## src/rtl/spi_reg_bank.sv

```systemverilog
// spi_reg_bank: SPI mode-0 slave register bank with read-back, frame-length
// checking and a one-cycle write strobe. Frame layout, MSB first:
// R/W (1 = write), ADDR_W address bits, then DATA_W data bits.
// Optional build macro SPI_REG_BANK_ERR_CNT_EN adds a saturating error
// counter. It is read through the top address and cleared by a write to it.
module spi_reg_bank #(
  parameter int NUM_REGS = 5,
  parameter int DATA_W   = 8,
  parameter int ADDR_W   = 7
) (
  input  logic                       clk,
  input  logic                       rst,
  input  logic                       SCLK,
  input  logic                       nCS,
  input  logic                       MOSI,
  output logic                       MISO,
  output logic                       miso_oe,
  output logic [NUM_REGS*DATA_W-1:0] regs_flat,
  output logic                       wr_strobe,
  output logic [ADDR_W-1:0]          wr_addr
`ifdef SPI_REG_BANK_ERR_CNT_EN
  ,
  output logic [7:0]                 err_cnt
`endif
);

  localparam int FRAME = 1 + ADDR_W + DATA_W;
  localparam int HDR_W = 1 + ADDR_W;
  localparam int CNT_W = $clog2(FRAME + 2);
  localparam logic [CNT_W-1:0]  FRAME_C    = CNT_W'(FRAME);
  localparam logic [CNT_W-1:0]  HDR_LAST_C = CNT_W'(ADDR_W);
  localparam logic [ADDR_W:0]   NUM_REGS_C = (ADDR_W + 1)'(NUM_REGS);

  typedef enum logic [1:0] {
    IDLE = 2'd0,
    HDR  = 2'd1,
    DATA = 2'd2,
    ERR  = 2'd3
  } state_t;

  state_t              state_r;
  logic [2:0]          sclk_q;
  logic [2:0]          ncs_q;
  logic [1:0]          mosi_q;
  logic [CNT_W-1:0]    cnt_r;
  logic [HDR_W-1:0]    hdr_r;
  logic [DATA_W-1:0]   data_r;
  logic [DATA_W-1:0]   shadow_r;
  logic [DATA_W-1:0]   regs [NUM_REGS];

  logic                sclk_rise;
  logic                sclk_fall;
  logic                ncs_rise;
  logic                ncs_fall;
  logic [HDR_W-1:0]    hdr_next;
  logic [DATA_W-1:0]   rd_data;
  logic                frame_wr;
  logic [ADDR_W-1:0]   frame_addr;
  logic                in_range;
  logic                exact_len;
  logic                clr_hit;
  logic                commit;
  logic                err_evt;

  // Synchronisers reset to idle pin levels so a frame open at reset release is never taken as complete
  always_ff @(posedge clk or posedge rst) begin
    if (rst) begin
      sclk_q <= 3'b000;
      ncs_q  <= 3'b111;
      mosi_q <= 2'b00;
    end else begin
      sclk_q <= {sclk_q[1:0], SCLK};
      ncs_q  <= {ncs_q[1:0], nCS};
      mosi_q <= {mosi_q[0], MOSI};
    end
  end

  assign sclk_rise = sclk_q[1] & ~sclk_q[2];
  assign sclk_fall = ~sclk_q[1] & sclk_q[2];
  assign ncs_rise  = ncs_q[1] & ~ncs_q[2];
  assign ncs_fall  = ~ncs_q[1] & ncs_q[2];

  assign hdr_next   = HDR_W'({hdr_r, mosi_q[1]});
  assign frame_wr   = hdr_r[HDR_W-1];
  assign frame_addr = hdr_r[ADDR_W-1:0];
  assign in_range   = ({1'b0, frame_addr} < NUM_REGS_C);
  assign exact_len  = (state_r == DATA) && (cnt_r == FRAME_C);

`ifdef SPI_REG_BANK_ERR_CNT_EN
  localparam logic [ADDR_W-1:0] MAX_ADDR = {ADDR_W{1'b1}};
  logic [39:0] err_ext;
  assign err_ext = {32'd0, err_cnt};
  assign clr_hit = (frame_addr == MAX_ADDR);
`else
  assign clr_hit = 1'b0;
`endif

  assign commit  = ncs_rise && exact_len && frame_wr && (in_range || clr_hit);
  // Short, overrun or out-of-range-write frames that actually clocked bits count as errors
  assign err_evt = ncs_rise && (state_r != IDLE) && (cnt_r != {CNT_W{1'b0}}) &&
                   ((state_r == ERR) || (cnt_r < FRAME_C) ||
                    (exact_len && frame_wr && !in_range && !clr_hit));

  // Read-back source for the address just completed in the header; unimplemented addresses read 0
  always_comb begin
    rd_data = {DATA_W{1'b0}};
    if ({1'b0, hdr_next[ADDR_W-1:0]} < NUM_REGS_C) begin
      for (int i = 0; i < NUM_REGS; i++) begin
        if (hdr_next[ADDR_W-1:0] == ADDR_W'(i)) begin
          rd_data = regs[i];
        end else begin
          rd_data = rd_data;
        end
      end
    end else begin
      rd_data = {DATA_W{1'b0}};
    end
`ifdef SPI_REG_BANK_ERR_CNT_EN
    if (hdr_next[ADDR_W-1:0] == MAX_ADDR) begin
      rd_data = err_ext[DATA_W-1:0];
    end else begin
      rd_data = rd_data;
    end
`endif
  end

  // Frame FSM: header/data shifting, MISO drive and commit on nCS rise (nCS rise beats a same-cycle SCLK edge)
  always_ff @(posedge clk or posedge rst) begin
    if (rst) begin
      state_r   <= IDLE;
      cnt_r     <= {CNT_W{1'b0}};
      hdr_r     <= {HDR_W{1'b0}};
      data_r    <= {DATA_W{1'b0}};
      shadow_r  <= {DATA_W{1'b0}};
      MISO      <= 1'b0;
      miso_oe   <= 1'b0;
      wr_strobe <= 1'b0;
      wr_addr   <= {ADDR_W{1'b0}};
      for (int i = 0; i < NUM_REGS; i++) begin
        regs[i] <= {DATA_W{1'b0}};
      end
    end else begin
      wr_strobe <= 1'b0;
      if (ncs_rise) begin
        state_r <= IDLE;
        MISO    <= 1'b0;
        miso_oe <= 1'b0;
        if (commit) begin
          wr_strobe <= 1'b1;
          wr_addr   <= frame_addr;
          for (int i = 0; i < NUM_REGS; i++) begin
            if (in_range && (frame_addr == ADDR_W'(i))) begin
              regs[i] <= data_r;
            end
          end
        end
      end else begin
        case (state_r)
          IDLE: begin
            if (ncs_fall) begin
              cnt_r   <= {CNT_W{1'b0}};
              hdr_r   <= {HDR_W{1'b0}};
              data_r  <= {DATA_W{1'b0}};
              state_r <= HDR;
            end
          end
          HDR: begin
            if (sclk_rise) begin
              hdr_r <= hdr_next;
              cnt_r <= cnt_r + CNT_W'(1);
              if (cnt_r == HDR_LAST_C) begin
                state_r <= DATA;
                if (!hdr_next[HDR_W-1]) begin
                  shadow_r <= rd_data;
                  miso_oe  <= 1'b1;
                end
              end
            end
          end
          DATA: begin
            if (sclk_rise) begin
              data_r <= DATA_W'({data_r, mosi_q[1]});
              cnt_r  <= cnt_r + CNT_W'(1);
              if (cnt_r == FRAME_C) begin
                state_r <= ERR;
              end
            end else if (sclk_fall && !frame_wr) begin
              MISO     <= shadow_r[DATA_W-1];
              shadow_r <= shadow_r << 1;
            end
          end
          ERR: begin
            state_r <= ERR;
          end
          default: begin
            state_r <= IDLE;
          end
        endcase
      end
    end
  end

`ifdef SPI_REG_BANK_ERR_CNT_EN
  // Saturating error counter; a committed write to the top address clears it
  always_ff @(posedge clk or posedge rst) begin
    if (rst) begin
      err_cnt <= 8'd0;
    end else if (commit && clr_hit) begin
      err_cnt <= 8'd0;
    end else if (err_evt && (err_cnt != 8'hFF)) begin
      err_cnt <= err_cnt + 8'd1;
    end
  end
`endif

  genvar g;
  generate
    for (g = 0; g < NUM_REGS; g++) begin : g_flat
      assign regs_flat[g*DATA_W +: DATA_W] = regs[g];
    end
  endgenerate

endmodule

```

## config.mk

```make
export PLATFORM = sky130hd
export DESIGN_NAME = spi_reg_bank
export DESIGN_NICKNAME = d
export VERILOG_FILES = /design/src/rtl/spi_reg_bank.sv
export SDC_FILE = /design/constraint.sdc
export NUM_CORES = 1
export LEC_CHECK = 0
export ABC_AREA = 1
export CORE_UTILIZATION = 45
export DETAILED_ROUTE_END_ITERATION = 12
export PLACE_DENSITY_LB_ADDON = 0.08
export SETUP_SLACK_MARGIN = 0.5
export SLEW_MARGIN = 20
export SYNTH_ARGS = -nofsm -noshare
export SYNTH_HDL_FRONTEND = slang
export SYNTH_SLANG_ARGS = --single-unit
```

## constraint.sdc

```tcl
create_clock -name clk -period 6.1 [get_ports clk]
set_input_delay 1.22 -clock clk [delete_from_list [all_inputs] [get_ports clk]]
set_output_delay 1.22 -clock clk [all_outputs]
set_load 0.05 [all_outputs]
```

==> CHANGELOG.md <==
### Physical design

- Max-slew headroom: 0.2224
- Placed cell areas: 4646 µm²
- Largest cell class: sequential cells
- Nets: 529
- Die area: 9267 µm²
- CTS tree: done
- Clk Tree Root Cell: clkbuf_8
- Met1 global-route usage: 0.3469
- Status: completed
- DIE HEIGHT: 96.27 µm
- Chip width: 96.27 µm
- Unrepaired setup endpoints after global routing: no
- Num sequential: 89
- Largest area contributor in the netlist: dfrtp_1
- Cycle use final: 0.4605
- Tot GR Track Use: 0.2328
- Seq share, synth: 0.5579
- Tmin final: 2.809 ns
- Initial Utilization: 0.4608
- Worst-path clk slew: 0.09 ns
- Logic power comb: 617 µW
- Sequential Area: 2231 µm²
- 1st-pass router iterations: 5
- Setup Fix Bufs, Post-CTS: 0
- WP depth: 1
- Clock net power: 364 µW
- R2R Setup Slk: 3.43 ns
- Final Hold Violation Tally: 0
- Count leader, synth: nand2_1
- Routability cong.: 0.8702
- Arr. time, crit path: 1.59 ns
- Switch Pwr: 688.9 µW
- HP Class: reg2reg
- Hold_sp: mosi_q[0]
- Worst Hold Path EP: mosi_q[1]
- Top cells excl fill/tap: nand2_1 (97), dfrtp_1 (86), nand3_1 (56)
- Tap cells: 108
- Tool Warnings: 31
- Post-synthesis async set-or-reset flop share: 1.000
- Largest net degree at the start of global routing: 60
- Syn Inst Count: 459
- Vias in the first global route: 3153
- Vias/cell: 5.270
==> logic make-up (layout without fill, tap and decap cells) <==
kind of cell / after synthesis / in the layout / synth area share
AND-OR/OR-AND: 92 / 92 / 0.1258
XOR/XNOR: 1 / 1 / 0.002191
adder cells (fa/ha/maj): 8 / 8 / 0.02503
buffers and inverters: 59 / 121 / 0.05789
flip-flops: 89 / 89 / 0.5579
AND/OR/NAND/NOR: 210 / 210 / 0.2312
==> sequential cells by signal (all words and copies together), names as in the netlist <==
name	count
hdr_r	8
shadow_r	8
wr_strobe	1
sclk_q	3
ncs_q	3
miso_oe	1
wr_addr	7
mosi_q	2
cnt_r	5
regs_flat	40
state_r	2
MISO	1
data_r	8
Fig. 1: a small window of the routed layout
The bar under the picture is 5 µm long. Region (38, 57) to (58, 77) µm. Cells in gray, sequential cells in the stronger gray; small squares are vias.
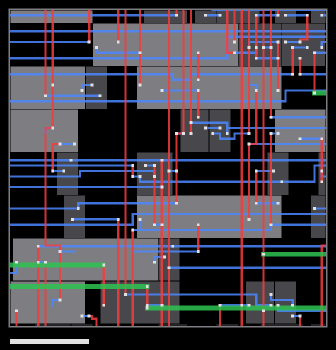
green -> metal 3
blue -> metal 1
red -> metal 2
sequential cells in the window = 6
most frequent = dfrtp_1 (6), inv_1 (5), nand2_1 (2)
cells with their middle in the window = 19
netlist names of flops here include = data_r (4), regs_flat (2)

Fig. 2: wiring heat map
The die is cut into 19 by 19 equal tiles; white is low, dark blue is high, scaled to the fullest tile. Values are wire area over tile area, all layers added.
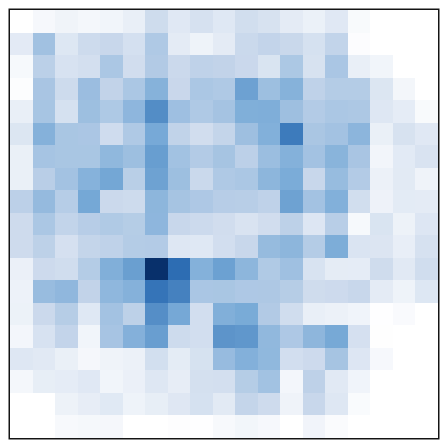
tiles over half the peak = 5.8%
mean over tiles = 0.17
fullest tile = 0.71
nearly empty tiles = 11%
emptiest ninth of the die = bottom right

Power figures rest on the tool's default switching activity, not on a simulated workload.
